==> config.mk <==
export PLATFORM = sky130hd
export DESIGN_NAME = shift_seq_ctrl_amisha
export DESIGN_NICKNAME = d
export VERILOG_FILES = /design/src/rtl/shift_seq_ctrl_amisha_pkg.sv /design/src/rtl/shift_seq_ctrl_amisha_bit_cnt.sv /design/src/rtl/shift_seq_ctrl_amisha.sv
export SDC_FILE = /design/constraint.sdc
export NUM_CORES = 1
export LEC_CHECK = 0
export ABC_AREA = 1
export CORE_AREA = 2 2 48 50
export DETAILED_ROUTE_END_ITERATION = 10
export DIE_AREA = 0 0 50 52
export GPL_TIMING_DRIVEN = 0
export PLACE_DENSITY_LB_ADDON = 0.2
export SETUP_SLACK_MARGIN = 0.15
export SYNTH_ARGS = -nofsm -noshare
export SYNTH_HDL_FRONTEND = slang
export SYNTH_HIERARCHICAL = 1
export SYNTH_SLANG_ARGS = --single-unit
==> constraint.sdc <==
create_clock -name clk_amisha -period 1.2 [get_ports clk_amisha]
set_input_delay 0.24 -clock clk_amisha [delete_from_list [all_inputs] [get_ports clk_amisha]]
set_output_delay 0.24 -clock clk_amisha [all_outputs]
set_load 0.01 [all_outputs]
Figure 1. Where the registers sit.
Other sequential cells in the stronger grey, the rest of the logic in the fainter grey.
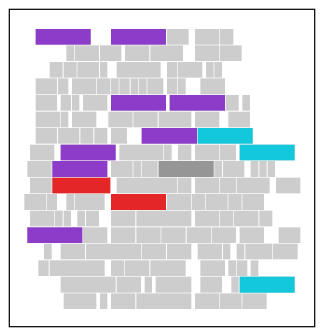
[u_bit_cnt/cnt_r] cyan | flops: 3
[data_r] purple | flops: 8
[state_r] red | flops: 2
not coloured: 1
final core area utilization: 0.769
sequential power: 0.000889 W
Register Area: 352 um^2

Figure 2. Routed clock nets over the placement.
Scale bar: 20 um.
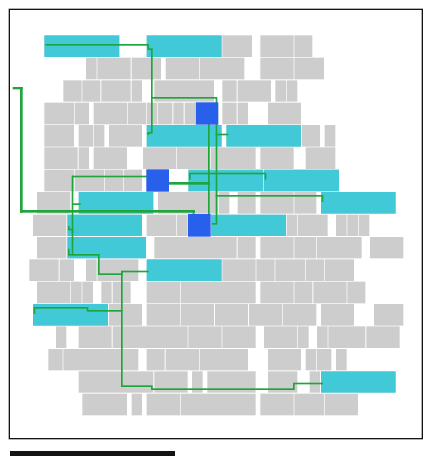
[clock drivers] blue | count: 3
[flip-flops] cyan | count: 14
[clock wires] green | length: 220 um
routed clock nets: 4
clock share of power: 0.093
worst clock skew: 0.00642 ns
clock-net power: 0.000357 W
clk ins delay skew pair: 0.28 ns

Figure 3. Clock routing.
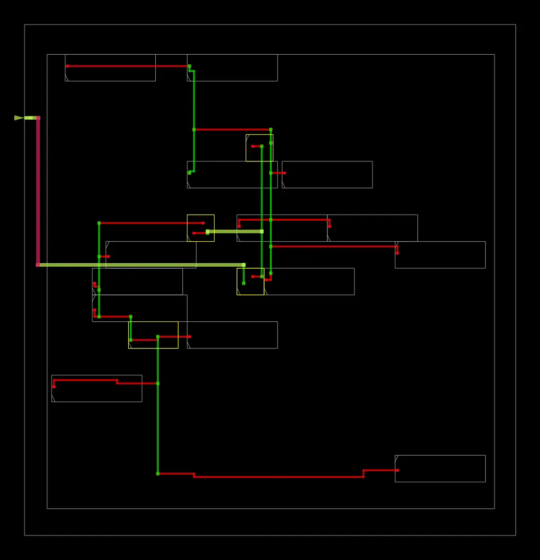
CTS Sinks: 14
CLK BUF: 4
Inserted Clock Buffers: 3
flop count: 14

Figure 4. Ports around the boundary.
Pins as bars across the die edge, other pins in grey.
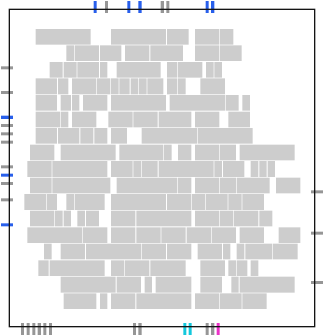
[ctrl_amisha] cyan | pins: 2 | direction: output | edge: bottom
[d_amisha] blue | pins: 8 | direction: output | edge: 5 top, 3 left
[ser_out_amisha] magenta | pins: 1 | direction: output | edge: bottom
all pins by edge: 13 bottom, 11 left, 8 top, 3 right
Die Wd: 50 um
Port Buffers: 27
Die H: 52 um

==> flow_summary.yaml <==
# generated from flow reports
outcome:
  outcome: "complete, but fails checks"
  violations: "negative setup slack"
timing:
  setup_ws_ns: -0.439
  setup_violations: 28
  tns_ns: -6.15
  finalCritPeriodShare: 1.37
  rsz0062_at_grt: "yes"
place:
  placed_cells_incl_taps: 151
  dp_hpwl_um: 1250
  dpl_cell_area_mm2: 0.00117
  place_congestion: 0.680
layout:
  mi_logic_area_um2: 577
  clkCellAreaFrac: 0.0224
  area_growth_syn_to_layout_pct: 109
  comb_area_share: 0.356
  nets: 174
  n_fill_cell: 120
  sh_seq_area: 0.217
  buf_share: 0.333
grt:
  grt.overflow.total: 0
  grt_use_total: 0.186
  antenna_found_initial: 0
  grt_pass1_wl_um: 3560
clock_network:
  cts_tree: "yes"
  htreeDepth: 1
  clk_path_buf_depth: 2
  ctsResizeCount: 106
die:
  initial_core_util: 0.368
  taps: 28
  ios: 35
worst_setup_path:
  path_buffers: 4
  worstSetupPathType: "reg2out"
  crit_fanout: 4
  slowest_stage: "dfrtp_1"
  critPathMostFrequentCell: "buf_6"
  critPathTopFamily: "buffers and inverters"
  crit_required_ns: 0.96
  crit_cells: 6
route:
  vias: 791
  wl_per_cell_um: 12.9
  dr.pass1.iters: 4
  ant_nets: 0
power_and_ir_drop:
  total_power_w: 0.00384
  p_per_area_mw_per_mm2: 2370
worst_hold_path:
  whs_path_depth: 3
logic_synthesis:
  yosys_cells: 96
  syn-mean-instance-area_um2: 8.07
  fp_nets: 123
  syn_inst: 96
  yosys_area_um2: 774
job:
  max_cap_viol_count: 0
==> Yosys cell counts <==
master	number	area [um^2]
nand2_1	37	139
inv_1	16	60.1
dfrtp_1	14	350
nand3_1	12	60.1
ha_1	7	87.6
a21oi_1	2	10.0
buf_6	2	22.5
buf_4	1	7.51
inv_2	1	3.75
nand2_2	1	6.26
nand2_4	1	11.3
nand3_2	1	10.0
nor2_2	1	6.26
==> power by group <==
group	internal, W	leakage (nW)	switching, W	total (W)
logic	0.00140	0.649	0.00119	0.00259
registers	0.000668	0.176	0.000222	0.000889
clock network	0.000184	0.0210	0.000172	0.000357
==> routing by layer <==
| layer | GRT usage | up-vias | routed length, um | part of all wire |
|---|---|---|---|---|
| met2 | 0.336 | 24 | 1210 | 0.54 |
| met4 | 0.0880 | 0 | 40 | 0.018 |
| met5 | 0 | - | 0 | 0 |
| met1 | 0.202 | 367 | 876 | 0.39 |
| met3 | 0.0489 | 6 | 124 | 0.055 |
| li1 | - | 394 | - | - |
==> placed cells by master (no fill, tap or decap), types with 4 or more instances in the layout <==
cell type,netlist,layout
nand2_1,37,17
nand2_4,1,10
nand3_2,1,6
inv_4,0,4
nand3_1,12,7
inv_2,1,11
dfrtp_1,14,13
ha_4,0,5
clkdlybuf4s50_1,0,12
nand2_2,1,11
buf_6,2,29
==> stage by stage <==
step | utilization | hold WS (ns)
after floorplan | - | -0.0556
after global placement | 0.558 | 0.455
after detailed placement | 0.558 | 0.464
after CTS | 0.682 | 0.230
after global routing | 0.769 | 0.269
final | 0.769 | 0.264
==> logic make-up (layout without fill, tap and decap cells) <==
group / count (synthesis) / after routing / synth area share
simple gates: 53 / 54 / 0.300
compound gates: 2 / 2 / 0.0129
buf+inv: 20 / 69 / 0.121
fa+ha+maj: 7 / 7 / 0.113
flops: 14 / 14 / 0.452
Power and IR drop assume default switching activity.
